## config.mk

```make
export PLATFORM = sky130hd
export DESIGN_NAME = ram_access_ctrl
export DESIGN_NICKNAME = d
export VERILOG_FILES = /design/src/rtl/ram_access_ctrl.sv
export SDC_FILE = /design/constraint.sdc
export NUM_CORES = 1
export LEC_CHECK = 0
export CORE_MARGIN = 2
export CORE_UTILIZATION = 43
export CTS_CLUSTER_DIAMETER = 40
export CTS_CLUSTER_SIZE = 25
export DETAILED_ROUTE_END_ITERATION = 8
export MAX_ROUTING_LAYER = met4
export PLACE_DENSITY = 0.76
export SKIP_CTS_REPAIR_TIMING = 1
export SLEW_MARGIN = 20
export SYNTH_ARGS = -nofsm -noshare
export SYNTH_HDL_FRONTEND = slang
export SYNTH_SLANG_ARGS = --single-unit
```

## constraint.sdc

```tcl
create_clock -name clk -period 2.1 [get_ports clk]
set_input_delay 0.42 -clock clk [delete_from_list [all_inputs] [get_ports clk]]
set_output_delay 0.42 -clock clk [all_outputs]
set_load 0.01 [all_outputs]
```

## src/rtl/ram_access_ctrl.sv

```systemverilog
// Valid/ready front-end for a single-port word RAM: sequences mem_r/mem_w for a fixed
// cycle count per access. Define RAM_ACCESS_CTRL_VERIFY_EN to add write read-back verification.
module ram_access_ctrl #(
    parameter int unsigned DATA_W = 16,
    parameter int unsigned ADDR_W = 6,
    parameter int unsigned WR_CYC = 1,
    parameter int unsigned RD_LAT = 2
) (
    input  logic              clk,
    input  logic              rst_n,
    input  logic              req_valid,
    output logic              req_ready,
    input  logic              req_we,
    input  logic [ADDR_W-1:0] req_addr,
    input  logic [DATA_W-1:0] req_data,
    output logic              rsp_valid,
    input  logic              rsp_ready,
    output logic [DATA_W-1:0] rsp_data,
    output logic              rsp_err,
    output logic              mem_r,
    output logic              mem_w,
    output logic [ADDR_W-1:0] mem_addr,
    output logic [DATA_W-1:0] mem_d,
    input  logic [DATA_W-1:0] mem_o,
    output logic              busy
);

`ifdef RAM_ACCESS_CTRL_VERIFY_EN
    typedef enum logic [2:0] {IDLE, WR, RD, VRD, RSP} state_t;
`else
    typedef enum logic [2:0] {IDLE, WR, RD, RSP} state_t;
`endif

    localparam logic [3:0] WR_LOAD = 4'(WR_CYC - 1);
    localparam logic [3:0] RD_LOAD = 4'(RD_LAT - 1);

    state_t              state_q, state_d;
    logic [3:0]          cnt_q, cnt_d;
    logic                req_ready_q, req_ready_d;
    logic                rsp_valid_q, rsp_valid_d;
    logic [DATA_W-1:0]   rsp_data_q, rsp_data_d;
    logic                mem_r_q, mem_r_d;
    logic                mem_w_q, mem_w_d;
    logic [ADDR_W-1:0]   mem_addr_q, mem_addr_d;
    logic [DATA_W-1:0]   mem_d_q, mem_d_d;
    logic                busy_q, busy_d;
`ifdef RAM_ACCESS_CTRL_VERIFY_EN
    logic                rsp_err_q, rsp_err_d;
`endif

    logic accept;
    assign accept = (state_q == IDLE) && req_valid && req_ready_q;

    always_ff @(posedge clk) begin
        if (!rst_n) begin
            state_q     <= IDLE;
            cnt_q       <= '0;
            req_ready_q <= 1'b0;
            rsp_valid_q <= 1'b0;
            rsp_data_q  <= '0;
            mem_r_q     <= 1'b0;
            mem_w_q     <= 1'b0;
            mem_addr_q  <= '0;
            mem_d_q     <= '0;
            busy_q      <= 1'b0;
`ifdef RAM_ACCESS_CTRL_VERIFY_EN
            rsp_err_q   <= 1'b0;
`endif
        end else begin
            state_q     <= state_d;
            cnt_q       <= cnt_d;
            req_ready_q <= req_ready_d;
            rsp_valid_q <= rsp_valid_d;
            rsp_data_q  <= rsp_data_d;
            mem_r_q     <= mem_r_d;
            mem_w_q     <= mem_w_d;
            mem_addr_q  <= mem_addr_d;
            mem_d_q     <= mem_d_d;
            busy_q      <= busy_d;
`ifdef RAM_ACCESS_CTRL_VERIFY_EN
            rsp_err_q   <= rsp_err_d;
`endif
        end
    end

    always_comb begin
        state_d = state_q;
        case (state_q)
            IDLE: if (accept) state_d = req_we ? WR : RD;
`ifdef RAM_ACCESS_CTRL_VERIFY_EN
            WR:   if (cnt_q == '0) state_d = VRD;
            VRD:  if (cnt_q == '0) state_d = RSP;
`else
            WR:   if (cnt_q == '0) state_d = RSP;
`endif
            RD:   if (cnt_q == '0) state_d = RSP;
            RSP:  if (rsp_ready) state_d = IDLE;
            default: state_d = IDLE;
        endcase
    end

    // Outputs are computed one cycle ahead so every pin comes straight from a flop.
    always_comb begin
        cnt_d       = cnt_q;
        req_ready_d = req_ready_q;
        rsp_valid_d = rsp_valid_q;
        rsp_data_d  = rsp_data_q;
        mem_r_d     = 1'b0;
        mem_w_d     = 1'b0;
        mem_addr_d  = mem_addr_q;
        mem_d_d     = mem_d_q;
        busy_d      = busy_q;
`ifdef RAM_ACCESS_CTRL_VERIFY_EN
        rsp_err_d   = rsp_err_q;
`endif
        case (state_q)
            IDLE: begin
                req_ready_d = 1'b1;
                busy_d      = 1'b0;
                if (accept) begin
                    mem_addr_d  = req_addr;
                    mem_d_d     = req_data;
                    req_ready_d = 1'b0;
                    busy_d      = 1'b1;
                    if (req_we) begin
                        mem_w_d = 1'b1;
                        cnt_d   = WR_LOAD;
                    end else begin
                        mem_r_d = 1'b1;
                        cnt_d   = RD_LOAD;
                    end
                end
            end
            WR: begin
                if (cnt_q == '0) begin
                    rsp_data_d = '0;
`ifdef RAM_ACCESS_CTRL_VERIFY_EN
                    mem_r_d    = 1'b1;
                    cnt_d      = RD_LOAD;
`else
                    rsp_valid_d = 1'b1;
`endif
                end else begin
                    mem_w_d = 1'b1;
                    cnt_d   = cnt_q - 4'd1;
                end
            end
            RD: begin
                if (cnt_q == '0) begin
                    rsp_data_d  = mem_o;
                    rsp_valid_d = 1'b1;
`ifdef RAM_ACCESS_CTRL_VERIFY_EN
                    rsp_err_d   = 1'b0;
`endif
                end else begin
                    mem_r_d = 1'b1;
                    cnt_d   = cnt_q - 4'd1;
                end
            end
`ifdef RAM_ACCESS_CTRL_VERIFY_EN
            VRD: begin
                if (cnt_q == '0) begin
                    rsp_err_d   = (mem_o != mem_d_q);
                    rsp_data_d  = '0;
                    rsp_valid_d = 1'b1;
                end else begin
                    mem_r_d = 1'b1;
                    cnt_d   = cnt_q - 4'd1;
                end
            end
`endif
            RSP: begin
                if (rsp_ready) begin
                    rsp_valid_d = 1'b0;
                    req_ready_d = 1'b1;
                    busy_d      = 1'b0;
                end
            end
            default: begin
                req_ready_d = 1'b0;
            end
        endcase
    end

    assign req_ready = req_ready_q;
    assign rsp_valid = rsp_valid_q;
    assign rsp_data  = rsp_data_q;
    assign mem_r     = mem_r_q;
    assign mem_w     = mem_w_q;
    assign mem_addr  = mem_addr_q;
    assign mem_d     = mem_d_q;
    assign busy      = busy_q;
`ifdef RAM_ACCESS_CTRL_VERIFY_EN
    assign rsp_err   = rsp_err_q;
`else
    assign rsp_err   = 1'b0;
`endif

endmodule
```

io_placement.png
The bar under the picture is 20 um long. Pins as bars across the die edge, other pins in gray.
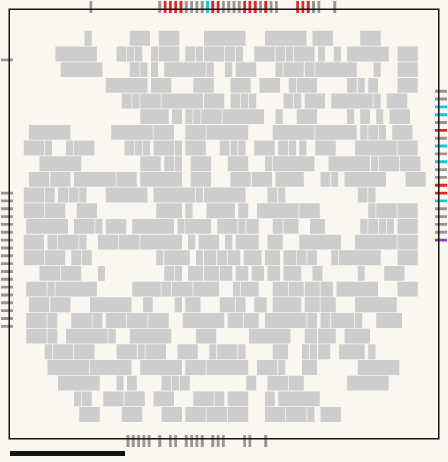
legend:
  purple:
    port: `busy`
    pins: 1
    direction: output
    edge: right
  cyan:
    port: `req_addr`
    pins: 6
    direction: input
    edge: 5 right, 1 top
  red:
    port: `req_data`
    pins: 16
    direction: input
    edge: 13 top, 3 right
all pins by edge: 30 top, 20 right, 19 left, 18 bottom
number of I/O port buffers: 85
chip width: 74.3 um

sizes.png
The bar under the picture is 20 um long.
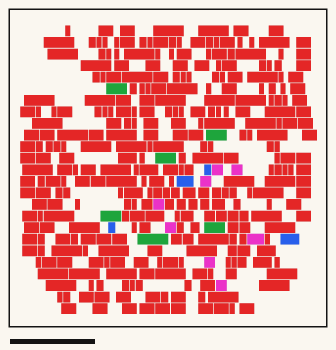
legend:
  green:
    size: _6 and larger
    cells: 6
    share: 1.8%
    most_used: clkbuf_8
  magenta:
    size: _3 and _4 cells
    cells: 8
    share: 2.4%
    most_used: buf_4
  blue:
    size: _2 cells
    cells: 4
    share: 1.2%
    most_used: clkinv_2
  red:
    size: _0 and _1 cells
    cells: 315
    share: 95%
    most_used: clkdlybuf4s50_1
Non-CTS buffers: 93
Final Instance Area: 0.00311 mm2
area grow syn2layout: 46.5%

==> run_results.csv <==
group,metric,value,unit
finish,final_cell_mix,"85 x clkdlybuf4s50_1, 68 x nand2_1, 49 x dfxtp_1, 25 x a21oi_1, 20 x nand3_1",
critical_path,r2r_slack,0.22,ns
die,ioPinCount,87,
yosys,syn_inst,253,
power,report.power.total,2.76,mW
critical_path,crit_buf_inv,1,
finish,clock_buffers,6,
finish,diodes,0,
yosys,synth_top_area_share,46.2,%
critical_path,critPathMaxStageDelay,0.61,ns
placed_design,dp_cells,392,
finish,buffer_area_share,29.7,%
sta,slew_headroom,66.5,%
clock_network,clockBufferDepth,2,
critical_path,crit_end,"cnt_q[1]",
finish,fin_nets,381,
routing,drc,0,
power,swShare,32.8,%
sta,hold_slack,0.456,ns
finish,comb_area,0.00102,mm2
worst_hold_path,min_path_type,"flop to flop",
clock_network,cts-root-buf,"clkbuf_8",
job,warnings,30,
grt,antenna_found_initial,0,
grt,grt_remaining_overflow,0,
yosys,top_cell,"nand2_1",
finish,fin_util,65.4,%
critical_path,crit_chain,"inv_1 -> ha_1 -> nor2b_1 -> o211ai_1 -> o32ai_1",
sta,fin_ws,0.223,ns
clock_network,cts_max_level,2,
finish,flops,49,
critical_path,cp-startpoint,"state_q[1]",
critical_path,rr_startpoint,"state_q[1]",
yosys,syn_area_per_cell,8.39,um2
worst_hold_path,hold_start,"mem_d[1]",
clock_network,cts_buffers,5,
yosys,synth.distinct_cells,36,
sta,worst_pin_slew,0.503,ns
power,p_clk,0.529,mW
finish,clk_share,2.65,%
power,power.density,887,mW/mm2
yosys,ys_cells,253,
worst_hold_path,whs_path_depth,2,
critical_path,timing.rr.end,"cnt_q[1]",
power,pg_seq,1.13,mW
finish,seq_area,981,um2
finish,inverters,6,
yosys,netlist.top_cell.by_area,"dfxtp_1",
critical_path,rr_worst_depth,5,
critical_path,start_kind,"flop",
worst_hold_path,min_to,"mem_d[1]",
power,power.share.clock,19.2,%
finish,lay_top_count,"clkdlybuf4s50_1",
yosys,async_flop_share,0,%
finish,seq_share,31.5,%
yosys,area_leaders,"dfxtp_1 46%, nand2_1 12%, mux2i_1 9.0%",
sta,grt_setup_unrepaired,"no",
routing,drtPass1Iterations,4,
critical_path,worst-path-stages,5,
placed_design,dpl_cell_area,0.00303,mm2
routing,drt-initial-drc-count,104,
sta,final.setup_skew,0.00665,ns
placed_design,gp_congestion,0.906,
power,power_frac_seq,41.1,%
grt,grt_pass1_vias,1699,
sta,slew_violations,0,
die,core.rowCount,25,
sta,setup_tns,0,ns
power,p_int,1.85,mW
finish,fin_cells,400,
finish,comb_area_share,32.7,%
power,comb_power_share,39.7,%
grt,grtUsageTotal,19.6,%
critical_path,cp_slowest_cell,"ha_1",
clock_network,cts_tree,"yes",
yosys,ys.flops,49,
critical_path,worstPathRequired,2.30,ns
die,tapCellCount,67,
power,top_power_group,"registers",
power,comb_power,1.09,mW
clock_network,cts.clk_slew.worst_paths,0.09,ns
finish,multi_input_comb_cells,177,
power,vdd_drop_max,0.399,mV
job,max-cap-violations,0,
sta,max_freq,533,MHz
yosys,syn_nets,302,
status,status,"finished, final reports clean",
routing,routedWlPerCell,12.7,um
die,fp_util,44.7,%
grt,grt_max_degree,33,
placed_design,detailedPlace.worstSlack,0.256,ns
routing,ant_nets,0,
finish,dominant_cells,"multi-input combinational cells",
finish,num-fill-cells,436,
critical_path,critPathMaxFanout,19,
yosys,synth_seq_share,46.2,%
yosys,edf_count,0,
yosys,flop_cell,"dfxtp_1",
critical_path,crit_arrival,2.08,ns
yosys,syn_area,0.00212,mm2
die,core_area,0.00475,mm2
critical_path,crit_type,"flop to flop",
yosys,synth_chip_area,0.00212,mm2
sta,fin_crit,1.88,ns
yosys,synthTopCellsByCount,"68 x nand2_1, 49 x dfxtp_1, 25 x a21oi_1",
sta,setup_violations,0,
yosys,ys_warn_count,0,
finish,post_route_cells_drive_above_1_share,5.41,%
sta,finalCritPeriodShare,89.4,%
routing,vias_per_cell,4.90,
clock_network,clock_latency,0.30,ns
power,p_sw,0.905,mW
die,die_area,0.00552,mm2
routing,vias,1958,
placed_design,dp_hpwl,3680,um
grt,grt_pass1_wl,8140,um
layer_met3.png
The bar under the picture is 20 um long.
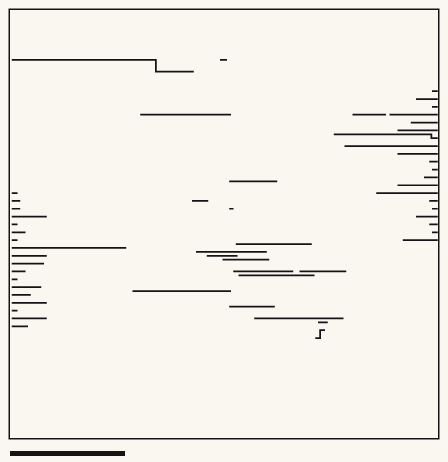
wire length on this layer: 345 um
longest straight run: 24.8 um
main direction: horizontal
nets with wire on the layer: 52
GRT met3 Usage: 4.47%
Routed WL: 5090 um

-- kinds of logic after synthesis --
| group | after synthesis | synth area share (%) |
|---|---|---|
| buffers and inverters | 27 | 5.89 |
| DFF | 49 | 46.2 |
| other | 1 | 0.177 |
| AOI/OAI and AO/OA | 42 | 12.1 |
| and+or+nand+nor | 109 | 23.2 |
| muxes | 19 | 8.96 |
| adders and majority gates | 6 | 3.54 |
-- state kept, by name, summed over array words and instances (netlist names), 2 cells and up --
| register | count |
|---|---|
| mem_d | 16 |
| state_q | 2 |
| rsp_data | 16 |
| cnt_q | 4 |
| mem_addr | 6 |
-- layer usage --
metal  vias to the layer above  wire, um  GRT usage, %
li1                       1005         -             -
met1                       878      2260          25.2
met2                        68      2430          31.3
met3                         7       344          4.47
met4                         0        55          5.36
met5                         -         0             -
No activity file was given, so power comes from the tool's default toggle rates.
